==> images/port_trees.png <==
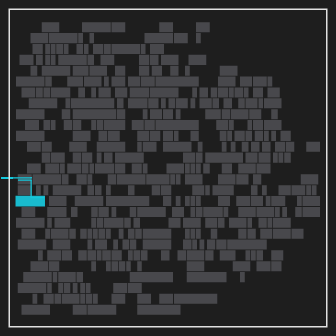
==> images/class_map.png <==
Scale bar: 20 µm. Fill, decap, tap and diode cells in grey.
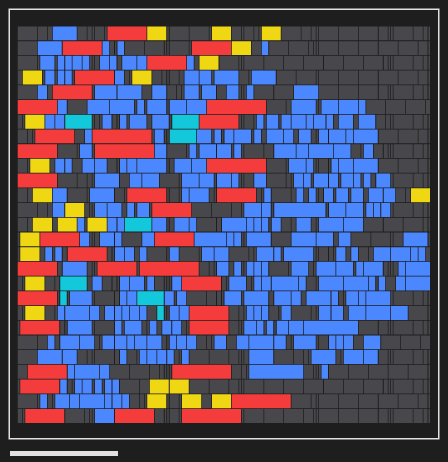
==> images/congestion_map.png <==
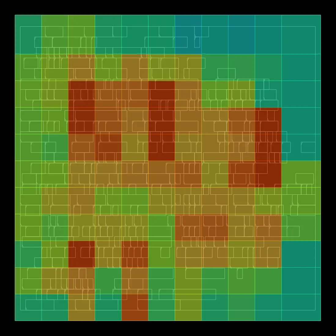
==> images/m1.png <==
Supply wires on this layer in grey.
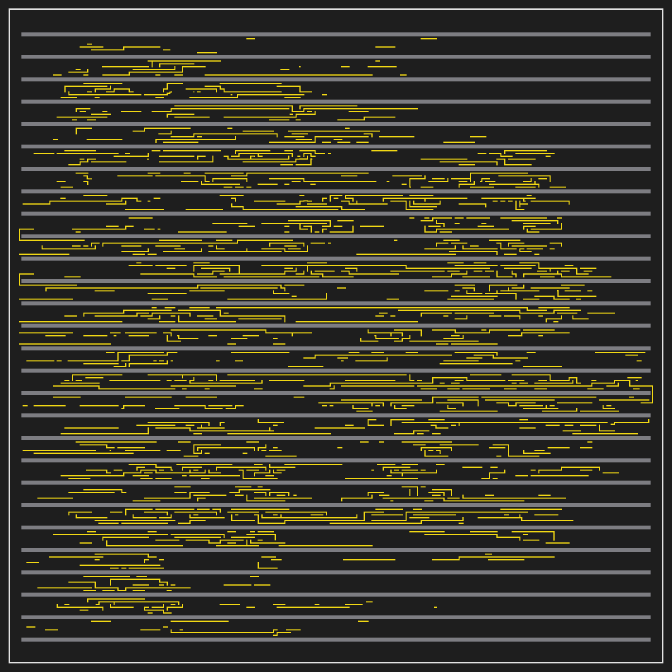
## src/rtl/voter_pkg.sv

```systemverilog
// Shared types and width helpers for the N-modular-redundancy voter family.
package voter_pkg;

  typedef enum logic [1:0] {
    IDLE    = 2'd0,
    COLLECT = 2'd1,
    VOTE    = 2'd2
  } state_t;

  localparam int N_CH_DEF      = 4;
  localparam int FAULT_LIM_DEF = 3;

  // Widths for the default configuration; parametrised users call the helpers.
  localparam int CNT_W  = $clog2(N_CH_DEF + 1);
  localparam int FCNT_W = $clog2(FAULT_LIM_DEF + 1);

  function automatic int cnt_width(input int n_ch);
    return $clog2(n_ch + 1);
  endfunction

  function automatic int fcnt_width(input int fault_lim);
    return $clog2(fault_lim + 1);
  endfunction

endpackage

```

## src/rtl/voter_tally.sv

```systemverilog
// Combinational plurality tally: counts identical words among eligible channels,
// picks the largest group (lowest channel index on ties) and flags its members.
module voter_tally #(
  parameter int N_CH = 4,
  parameter int W    = 1,
  parameter int CW   = $clog2(N_CH + 1)
) (
  input  logic [N_CH*W-1:0] data,
  input  logic [N_CH-1:0]   valid,
  input  logic [N_CH-1:0]   healthy,
  output logic [W-1:0]      winner,
  output logic [CW-1:0]     count,
  output logic [N_CH-1:0]   match
);

  logic [N_CH-1:0] elig;

  assign elig = valid & healthy;

  always_comb begin : tally
    logic [CW-1:0] c;
    // NOTE: every variable gets a default before the loops so no path can infer a latch.
    winner = '0;
    count  = '0;
    match  = '0;
    c      = '0;
    for (int i = 0; i < N_CH; i++) begin
      if (elig[i]) begin
        c = '0;
        for (int j = 0; j < N_CH; j++) begin
          if (elig[j] && (data[j*W +: W] == data[i*W +: W])) c = c + 1'b1;
        end
        // Strict '>' keeps the earliest channel when counts tie.
        if (c > count) begin
          count  = c;
          winner = data[i*W +: W];
        end
      end
    end
    for (int i = 0; i < N_CH; i++) begin
      match[i] = elig[i] && (count != '0) && (data[i*W +: W] == winner);
    end
  end

endmodule

```

## src/rtl/voter_nmr.sv

```systemverilog
// N-modular-redundancy voter: collects one sample per channel per round, votes
// against a threshold and locks out channels that keep disagreeing or going silent.
module voter_nmr
  import voter_pkg::*;
#(
  parameter int N_CH      = 4,
  parameter int W         = 1,
  parameter int THRESH    = 3,
  parameter int TIMEOUT   = 15,
  parameter int FAULT_LIM = 3
) (
  input  logic                       clk,
  input  logic                       rst,
  input  logic [N_CH-1:0]            ch_valid,
  input  logic [N_CH*W-1:0]          ch_data,
  input  logic                       clr_fault,
  output logic                       out_valid,
  output logic [W-1:0]               out_data,
  output logic                       out_agree,
  output logic [$clog2(N_CH+1)-1:0]  out_count,
  output logic [N_CH-1:0]            dis_mask,
  output logic [N_CH-1:0]            fault_mask
);

  localparam int CW = cnt_width(N_CH);
  localparam int FW = fcnt_width(FAULT_LIM);
  localparam int TW = $clog2(TIMEOUT + 1);

  state_t            state;
  logic [N_CH-1:0]   cap_valid;
  logic [N_CH*W-1:0] cap_data;
  logic [TW-1:0]     timer;
  logic [FW-1:0]     fcnt [N_CH];

  logic [N_CH-1:0]   healthy;
  logic [N_CH-1:0]   new_cap;
  logic              all_cap;
  logic [W-1:0]      t_winner;
  logic [CW-1:0]     t_count;
  logic [N_CH-1:0]   t_match;
  logic              agree;
  logic [N_CH-1:0]   dis;
  logic              capturing;

  assign healthy   = ~fault_mask;
  // Only the first strobe of a round per healthy channel is taken; VOTE drops strobes.
  assign capturing = (state == IDLE) || (state == COLLECT);
  assign new_cap   = capturing ? (ch_valid & healthy & ~cap_valid) : '0;
  assign all_cap   = &(cap_valid | new_cap | fault_mask);
  assign agree     = (t_count >= CW'(THRESH));
  assign dis       = healthy & ~t_match;

  voter_tally #(
    .N_CH (N_CH),
    .W    (W),
    .CW   (CW)
  ) u_tally (
    .data    (cap_data),
    .valid   (cap_valid),
    .healthy (healthy),
    .winner  (t_winner),
    .count   (t_count),
    .match   (t_match)
  );

  // NOTE: sample storage has no reset; cap_valid alone decides whether a word is used.
  always_ff @(posedge clk) begin
    for (int i = 0; i < N_CH; i++) begin
      if (new_cap[i]) cap_data[i*W +: W] <= ch_data[i*W +: W];
    end
  end

  // NOTE: all state is updated with non-blocking assignments so every read sees pre-edge values.
  always_ff @(posedge clk) begin
    if (rst) begin
      state      <= IDLE;
      cap_valid  <= '0;
      timer      <= '0;
      out_valid  <= 1'b0;
      out_data   <= '0;
      out_agree  <= 1'b0;
      out_count  <= '0;
      dis_mask   <= '0;
      fault_mask <= '0;
      for (int i = 0; i < N_CH; i++) fcnt[i] <= '0;
    end else begin
      out_valid <= 1'b0;
      case (state)
        IDLE: begin
          if (|new_cap) begin
            cap_valid <= new_cap;
            timer     <= '0;
            state     <= COLLECT;
          end
        end
        COLLECT: begin
          cap_valid <= cap_valid | new_cap;
          timer     <= timer + 1'b1;
          if (all_cap || (timer == TW'(TIMEOUT - 1))) state <= VOTE;
        end
        VOTE: begin
          out_valid <= 1'b1;
          out_agree <= agree;
          out_count <= t_count;
          if (agree) begin
            out_data <= t_winner;
            dis_mask <= dis;
            for (int i = 0; i < N_CH; i++) begin
              if (dis[i]) begin
                if (fcnt[i] < FW'(FAULT_LIM)) fcnt[i] <= fcnt[i] + 1'b1;
                if (fcnt[i] >= FW'(FAULT_LIM - 1)) fault_mask[i] <= 1'b1;
              end else if (t_match[i]) begin
                fcnt[i] <= '0;
              end
            end
          end else begin
            dis_mask <= '0;
          end
          cap_valid <= '0;
          state     <= IDLE;
        end
        default: state <= IDLE;
      endcase
      // Placed last so a clear overrides any counter update on the same edge.
      if (clr_fault) begin
        fault_mask <= '0;
        for (int i = 0; i < N_CH; i++) fcnt[i] <= '0;
      end
    end
  end

endmodule

```

## config.mk

```make
export PLATFORM = sky130hd
export DESIGN_NAME = voter_nmr
export DESIGN_NICKNAME = d
export VERILOG_FILES = /design/src/rtl/voter_pkg.sv /design/src/rtl/voter_tally.sv /design/src/rtl/voter_nmr.sv
export SDC_FILE = /design/constraint.sdc
export NUM_CORES = 1
export LEC_CHECK = 0
export CAP_MARGIN = 20
export CORE_UTILIZATION = 50
export CTS_CLUSTER_SIZE = 16
export DETAILED_ROUTE_END_ITERATION = 7
export PLACE_DENSITY_LB_ADDON = 0.3
export SYNTH_ARGS = -nofsm -noshare
export SYNTH_HDL_FRONTEND = slang
export SYNTH_SLANG_ARGS = --single-unit
```

## constraint.sdc

```tcl
create_clock -name clk -period 18.4 [get_ports clk]
set_clock_uncertainty 0.15 [all_clocks]
set_input_delay 4.6 -clock clk [delete_from_list [all_inputs] [get_ports clk]]
set_output_delay 4.6 -clock clk [all_outputs]
set_load 0.03 [all_outputs]
```

==> GITHUB_STEP_SUMMARY <==
### Flow metrics

| Metric | Value |
|---|---|
| Fin Setup TNS | `0 ps` |
| Class of the worst hold path | `flop to flop` |
| Ys cells | `355` |
| Simple Share, Synth | `0.223` |
| Worst rel slew slack | `0.489` |
| Final Hold Vio Count | `0` |
| Fin crit share | `0.380` |
| Clock Power | `0.0564 mW` |
| Crit path required time | `18290 ps` |
| Cell type with the largest total area | `dfxtp_1` |
| Async S/R FF share, synth | `0` |
| Ys Warns | `0` |
| Area contributors post-synth | `dfxtp_1, ha_1, edfxtp_1` |
| Sequential cell power | `0.119 mW` |
| Flops after synth | `36` |
| CTS HTree Levels | `2` |
| Global-route usage over all layers | `0.227` |
| Worst R2R Path Depth | `25` |
| Clock sinks | `36` |
| Most common cell after layout, fill and taps aside | `nor2_1` |
| Syn Nets | `401` |
| Worst Min Path Start | `out_agree` |
| # resized after CTS | `0` |
| Placed cell count | `438` |
| Setup ws final | `11410 ps` |
| Delay-heaviest family, CP | `AND-OR/OR-AND gates` |
| Vias per cell | `5.87` |
| Switching Fraction | `0.500` |
| Final WL | `6.75 mm` |
| GRT overflow | `0` |
| Comb power | `0.302 mW` |
| RSZ-0062 raised after global routing | `false` |
| Gate Count Post-Synth | `355` |
| Post-CTS Hold Fix Bufs | `0` |
| Worst path max stage delay | `590 ps` |
| Gpl congestion | `0.903` |
| DR pass1 iterations | `5` |
| CP Class | `flop to flop` |
| Post-route minimum period | `6990 ps` |
| Fin Hold WS | `327 ps` |
| MI comb area | `1990 µm²` |
| Vias | `2617` |
| M2 GR Usage | `0.388` |
| Top Layout Cells | `nor2_1, ha_1, nand2_1` |
| Comb pwr share | `0.633` |
| Synth-to-Final Area Change | `11.4%` |
| Worst R2R End | `fcnt[1][0]` |
| Layout cell share with drive strength beyond 1 | `0.0749` |
| Setup Fix Bufs, Post-CTS | `0` |
| DP Area | `3220 µm²` |
| LEAKAGE | `1.41 nW` |
| Buffers & Inverters on Critical Path | `0` |
| Ports | `25` |
| Max stage delay cell, worst path | `edfxtp_1` |
| Longest Clk Path Bufs | `2` |
| GRT met1 Usage | `0.293` |
| Max layer used | `met4` |
| Num rows | `27` |
| Status | `completed` |
| Worst reg-to-reg setup slack | `11410 ps` |
| TritonCTS clock tree | `done` |
| PD cells | `144 nW/µm²` |
| Mapped Area | `2970 µm²` |
| CTS clk-pin slew, worst paths | `70 ps` |
| Seq pwr share | `0.249` |
| Post-DRT Antenna Nets | `0` |
| Biggest register | `fcnt` |
| Late-Pin Clk Latency | `280 ps` |
| Area of the core | `5610 µm²` |
| CTS Buf Count | `5` |
| CP endpoint kind | `flop` |
| F_max | `0.143 GHz` |
| Metal1 wirelength | `3.14 mm` |
| Switching pwr | `0.238 mW` |
| Syn avg cell area | `8.38 µm²` |
| Post-synth EDFFs | `8` |
| Post-synthesis sequential area ratio | `0.269` |
| Register area | `801 µm²` |
| Clock Power Share | `0.118` |
| Post-synthesis chip area from yosys | `2970 µm²` |
| Clock Tree Root | `clkbuf_8` |
| Top power group | `combinational logic` |
| Total Power | `0.477 mW` |
| DR iter-0 viols | `105` |
| Initial antenna violation count | `0` |
| Worst path arrival time | `6880 ps` |
| Critical path launch point type | `flop` |
| First-pass GRT wire length | `11.2 mm` |
| Max reg flops | `8` |
| Worst path most repeated cell | `ha_1` |
| FP Core Util | `0.530` |
| Top post-synthesis cells by count | `nor2_1, ha_1, nand2_1` |
| Met2 wire len | `3.22 mm` |
| Die height | `79.1 µm` |
| Most frequent cell after synthesis | `nor2_1` |
| Met3 WL | `279 µm` |
| Cell variety after synth | `61` |
| VDD IR max | `0.0922 mV` |
| Residual DRC | `0` |
| Tool warnings | `41` |
| Fa+ha+maj area frac | `0.147` |
| Max-slew violations | `0` |
| Mux share | `0.0236` |
| Yosys aoi share | `0.226` |
| Diode count | `0` |
| Final cell count without fillers | `446` |
| Hold Path Cell Cnt | `2` |
| Endpoints failing setup | `0` |
-- port_trees.png (at the start) --
cyan -> out_valid  # bits 1, direction output, end cells 1, buffers 1, wire 15.9 µm

-- class_map.png (at the start) --
cyan -> clock drivers and dummy loads  # cells 8
red -> sequential cells  # cells 36
blue -> remaining logic cells  # cells 306
yellow -> remaining buffers and delay cells  # cells 24

-- congestion_map.png (at the start) --
met3 Use GR: 0.0333
wire length per cell: 15.1 µm
busiest grt layer: met2

-- m1.png (at the start) --
share of all routed wire = 47%
main direction = horizontal
nets with wire on the layer = 387
wire length on this layer = 3140 µm

[how the worst max path moves through the flow]
stage / from / to / slack [ps] / cells past startpoint
floorplan: fault_mask[2] / fcnt[1][0] / 12070 / 26
global placement: rst / fcnt[1][0] / 11480 / 4
detailed placement: rst / fcnt[1][1] / 11460 / 4
CTS: cap_data[1] / fcnt[1][0] / 11490 / 25
global route: cap_valid[2] / fcnt[1][0] / 10930 / 23
finish: cap_data[1] / fcnt[1][0] / 11410 / 25
[final cells by class]
| cell class | instances | share of cell area |
|---|---|---|
| Clock buffer | 8 | 0.0272 |
| Multi-Input combinational cell | 279 | 0.601 |
| Sequential cell | 36 | 0.242 |
| Inverter | 27 | 0.0306 |
| Tap cell | 72 | 0.0272 |
| Timing Repair Buffer | 24 | 0.0725 |
Power figures rest on the tool's default switching activity, not on a simulated workload.
